--- src/rtl/intersection_pkg.sv ---
// rtl/intersection_pkg.sv - shared types and default timing for the intersection blocks
package intersection_pkg;

    typedef enum logic {
        IDLE,
        WAITING
    } ped_req_state_t;

    localparam int DEFAULT_DEBOUNCE_CYCLES = 4;
    localparam int DEFAULT_TURN_HOLD       = 8;
    localparam int DEFAULT_MAX_WAIT        = 100;

endpackage

--- src/rtl/request_conditioner_debounce.sv ---
// rtl/request_conditioner_debounce.sv - two-flop synchroniser plus stable-level debounce counter
module debounce #(
    parameter int CYCLES = 4
) (
    input  logic clock,
    input  logic reset,
    input  logic raw,
    output logic level
);

    localparam int             CNT_W = $clog2(CYCLES + 1);
    localparam logic [CNT_W-1:0] LAST  = CNT_W'(CYCLES - 1);

    logic             sync1_q, sync1_d;
    logic             sync2_q, sync2_d;
    logic             level_q, level_d;
    logic [CNT_W-1:0] cnt_q, cnt_d;

    // The counter only runs while the sample disagrees with the stable level,
    // so any agreeing sample restarts the qualification window.
    always_comb begin
        sync1_d = raw;
        sync2_d = sync1_q;
        level_d = level_q;
        cnt_d   = '0;
        if (sync2_q != level_q) begin
            if (cnt_q == LAST) begin
                level_d = sync2_q;
            end else begin
                cnt_d = cnt_q + 1'b1;
            end
        end
    end

    always_ff @(posedge clock) begin
        if (reset) begin
            sync1_q <= 1'b0;
            sync2_q <= 1'b0;
            level_q <= 1'b0;
            cnt_q   <= '0;
        end else begin
            sync1_q <= sync1_d;
            sync2_q <= sync2_d;
            level_q <= level_d;
            cnt_q   <= cnt_d;
        end
    end

    assign level = level_q;

endmodule

--- src/rtl/request_conditioner.sv ---
// rtl/request_conditioner.sv - debounces, latches and qualifies pedestrian and turn requests
module request_conditioner
    import intersection_pkg::*;
#(
    parameter int DEBOUNCE_CYCLES = DEFAULT_DEBOUNCE_CYCLES,
    parameter int TURN_HOLD       = DEFAULT_TURN_HOLD,
    parameter int MAX_WAIT        = DEFAULT_MAX_WAIT
) (
    input  logic clock,
    input  logic reset,
    input  logic pedestrian_button_raw,
    input  logic turn_sensor_raw,
    input  logic pedestrian_green,
    input  logic turn_green,
    output logic pedestrian_button,
    output logic turn_sensor,
    output logic ped_overdue,
    output logic turn_served
);

    localparam int                HOLD_W   = $clog2(TURN_HOLD + 1);
    localparam int                WAIT_W   = $clog2(MAX_WAIT + 1);
    localparam logic [HOLD_W-1:0] HOLD_MAX = HOLD_W'(TURN_HOLD);
    localparam logic [WAIT_W-1:0] WAIT_MAX = WAIT_W'(MAX_WAIT);

    logic ped_level;
    logic turn_level;

    debounce #(.CYCLES(DEBOUNCE_CYCLES)) u_ped_debounce (
        .clock (clock),
        .reset (reset),
        .raw   (pedestrian_button_raw),
        .level (ped_level)
    );

    debounce #(.CYCLES(DEBOUNCE_CYCLES)) u_turn_debounce (
        .clock (clock),
        .reset (reset),
        .raw   (turn_sensor_raw),
        .level (turn_level)
    );

    ped_req_state_t    state_q, state_d;
    logic              ped_level_prev_q, ped_level_prev_d;
    logic [WAIT_W-1:0] wait_cnt_q, wait_cnt_d;
    logic [HOLD_W-1:0] presence_cnt_q, presence_cnt_d;
    logic              turn_green_prev_q, turn_green_prev_d;
    logic              turn_served_q, turn_served_d;
    logic              ped_rise;

    // Service feedback takes priority so a press coinciding with the green is dropped.
    always_comb begin
        ped_level_prev_d = ped_level;
        ped_rise         = ped_level & ~ped_level_prev_q;
        state_d          = state_q;
        wait_cnt_d       = wait_cnt_q;
        if (pedestrian_green) begin
            state_d    = IDLE;
            wait_cnt_d = '0;
        end else if (state_q == IDLE) begin
            wait_cnt_d = '0;
            if (ped_rise) begin
                state_d = WAITING;
            end
        end else if (wait_cnt_q != WAIT_MAX) begin
            wait_cnt_d = wait_cnt_q + 1'b1;
        end
    end

    always_comb begin
        presence_cnt_d = '0;
        if (turn_level) begin
            presence_cnt_d = (presence_cnt_q == HOLD_MAX) ? presence_cnt_q
                                                          : presence_cnt_q + 1'b1;
        end
        turn_green_prev_d = turn_green;
        turn_served_d     = turn_green_prev_q & ~turn_green;
    end

    always_ff @(posedge clock) begin
        if (reset) begin
            state_q           <= IDLE;
            ped_level_prev_q  <= 1'b0;
            wait_cnt_q        <= '0;
            presence_cnt_q    <= '0;
            turn_green_prev_q <= 1'b0;
            turn_served_q     <= 1'b0;
        end else begin
            state_q           <= state_d;
            ped_level_prev_q  <= ped_level_prev_d;
            wait_cnt_q        <= wait_cnt_d;
            presence_cnt_q    <= presence_cnt_d;
            turn_green_prev_q <= turn_green_prev_d;
            turn_served_q     <= turn_served_d;
        end
    end

    assign pedestrian_button = (state_q == WAITING);
    assign ped_overdue       = (wait_cnt_q == WAIT_MAX);
    assign turn_sensor       = (presence_cnt_q == HOLD_MAX);
    assign turn_served       = turn_served_q;

endmodule

--- config.mk ---
export PLATFORM = sky130hd
export DESIGN_NAME = request_conditioner
export DESIGN_NICKNAME = d
export VERILOG_FILES = /design/src/rtl/intersection_pkg.sv /design/src/rtl/request_conditioner_debounce.sv /design/src/rtl/request_conditioner.sv
export SDC_FILE = /design/constraint.sdc
export NUM_CORES = 1
export LEC_CHECK = 0
export CORE_MARGIN = 4
export CORE_UTILIZATION = 49
export CTS_BUF_LIST = sky130_fd_sc_hd__clkbuf_4 sky130_fd_sc_hd__clkbuf_8 sky130_fd_sc_hd__clkbuf_16
export DETAILED_ROUTE_END_ITERATION = 10
export GPL_ROUTABILITY_DRIVEN = 1
export HOLD_SLACK_MARGIN = 0.02
export PLACE_DENSITY = 0.7
export SYNTH_ARGS = -nofsm -noshare
export SYNTH_HDL_FRONTEND = slang
export SYNTH_SLANG_ARGS = --single-unit
export TNS_END_PERCENT = 100
--- constraint.sdc ---
create_clock -name clock -period 1.4 [get_ports clock]
set_input_delay 0.28 -clock clock [delete_from_list [all_inputs] [get_ports clock]]
set_output_delay 0.28 -clock clock [all_outputs]
set_load 0.005 [all_outputs]
==> CHANGELOG.md <==
### Metrics

* Run status: finished with violations
* Failing checks: negative setup slack
* Critical-path cell list: nor4bb_4 -> and2_4 -> buf_6
* Routing usage on met3 at 3.542%
* Kind of critical path: reg2out
* Worst path slowest cell: dfxtp_2
* Fmax at 633.7 MHz
* Routability Congestion at 0.7019
* Post-synth cell types at 23
* Post-CTS sizing at 25
* Data required, critical path at 1.12 ns
* Count of final setup violators at 2
* I/O pins at 10
* Initial Utilization at 52.66%
* Post-Layout Cell Count at 165
* Post-synth top cells: dfxtp_1, nor2_1, inv_1, ha_1
* OpenROAD warnings at 30
* Drc violations at 0
* Non-clk invs at 9
* Most used routing layer: met2
* Layout cell share with drive strength beyond 1 at 30.43%
* # fillers at 170
* Design Power at 1.162 mW
* Hold Path Class: reg2reg
* YS warnings at 0
* Clock buffer depth at 2
* TritonCTS clock tree: built
* Comb pwr share at 3.5%
* CTS Root Buffer Type: clkbuf_4
* Most numerous logic cell after layout: dfxtp_1
* Area leader share at 50.76%
* Max-slew headroom at 83.04%
* Placed Area at 1282 um2
* Logic family by area: simple AND/OR/NAND/NOR gates
* Reg-to-reg slack, setup at 0.06 ns
* Clock transition at path regs at 0.14 ns
* Postcts setup bufs at 2
* Comb/total area at 36.87%
* Clk tree area frac at 2.174%
* Mux cell area share at 3.760%
* GRT overflow at 0
* Hold-fix buffers, CTS at 0
* RSZ-0062 raised after global routing: true
* WL met3 at 52 um
* H-Tree Depth at 1
* Reg2reg path depth at 5
* Sequential power share at 67.2%
* Endpoint, Worst Hold: u_ped_debounce.cnt_q[0]$_SDFF_PP0_
* Logic area at 509.2 um2
* Nets at 153
* Cell family with most CP delay: simple AND/OR/NAND/NOR gates
* Dominant flop cell: dfxtp_1
* Die height at 54.62 um
* Netlist Area Pre-Place at 1065 um2
* Synthesis-to-finish area growth at 29.73%
* Crit share post-route at 112.7%
* Tapcells at 27
* PortBufs at 9
* Top pwr grp: registers
* Dpl cells at 157
* XOR-XNOR Cells, Area Fraction at 6.580%
* Startpoint types: register
* Number of flip-flops in the largest register at 7
* Hold depth at 1
* Slew @ Worst Pin at 0.2540 ns
* Critical hold path startpoint: u_ped_debounce.cnt_q[0]$_SDFF_PP0_
* GR Util met1 at 15.32%
* Top post-synthesis cells by area: dfxtp_1, ha_1, nor2_1
* Largest net degree at the start of global routing at 15
* Final worst setup slack at -0.1780 ns
* Final hold vios at 0
* Simple share at 21.03%
* Number of logic gates at 70
* Adder Area Share at 9.401%
* Pre-CTS WS at -0.2846 ns
* Dominant cell type by area after synthesis: dfxtp_1
* Via/cell ratio at 4.715
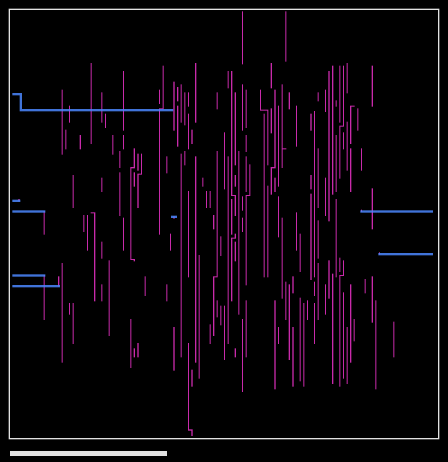
**Above:** routed metal, one color a layer.
Scale bar: 20 um. Only two layers are drawn.
legend:
  M2:
    color: magenta
    wire_length: 994 um
  M3:
    color: blue
    wire_length: 52.4 um
vias: 778
Total Routing Usage GR: 14.68%
Post-Route WL: 1842 um
drt wl/cell: 11.16 um

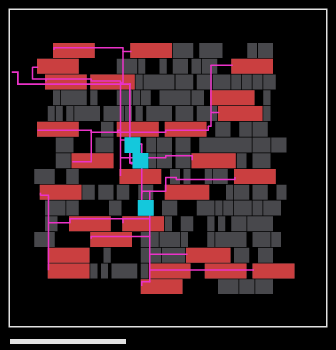
**Above:** clock network drawn from the DEF.
Scale bar: 20 um.
legend:
  clock-net drivers:
    color: cyan
    count: 3
  flip-flops:
    color: red
    count: 27
  clock wires:
    color: magenta
    length: 284 um
routed clock nets: 4
Setup Skew: 0.004621 ns
clock power share: 29.3%
Late-Pin Clk Latency: 0.31 ns
Clk. pwr: 0.341 mW

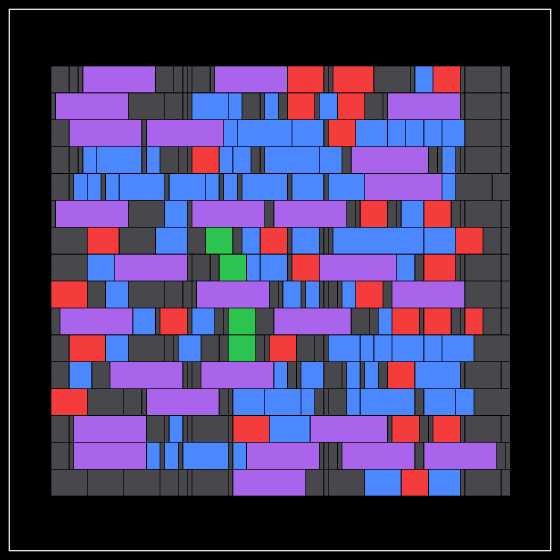
**Above:** cell classes on the final placement.
Fill, decap, tap and diode cells in gray.
legend:
  clock drivers and dummy loads:
    color: green
    cells: 4
    share_of_their_area: 2.2%
  registers:
    color: purple
    cells: 27
    share_of_their_area: 41%
  remaining logic cells:
    color: blue
    cells: 79
    share_of_their_area: 40%
  remaining buffers and delay cells:
    color: red
    cells: 28
    share_of_their_area: 17%
Core Box Area: 2022 um2
Seq/total area: 39.67%
final core utilization: 68.32%
row cnt: 16
fin area: 1381 um2

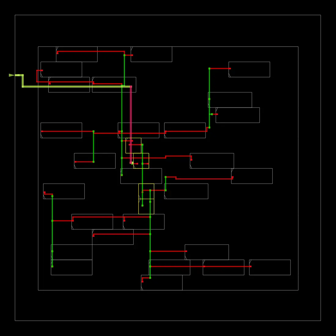
**Above:** clock nets.
clock buffer count: 4
CTS buffer count: 3
Flops: 27
Clock Sinks: 27

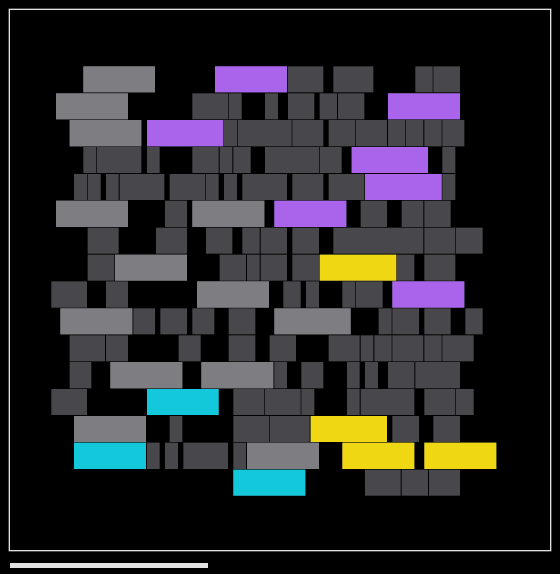
**Above:** register map, names as in the netlist.
Scale bar: 20 um.
legend:
  presence_cnt_q:
    color: yellow
    flops: 4
  wait_cnt_q:
    color: purple
    flops: 7
  u_turn_debounce.cnt_q:
    color: cyan
    flops: 3
register area: 548.0 um2
Seq power: 0.781 mW

Power and IR drop assume default switching activity.
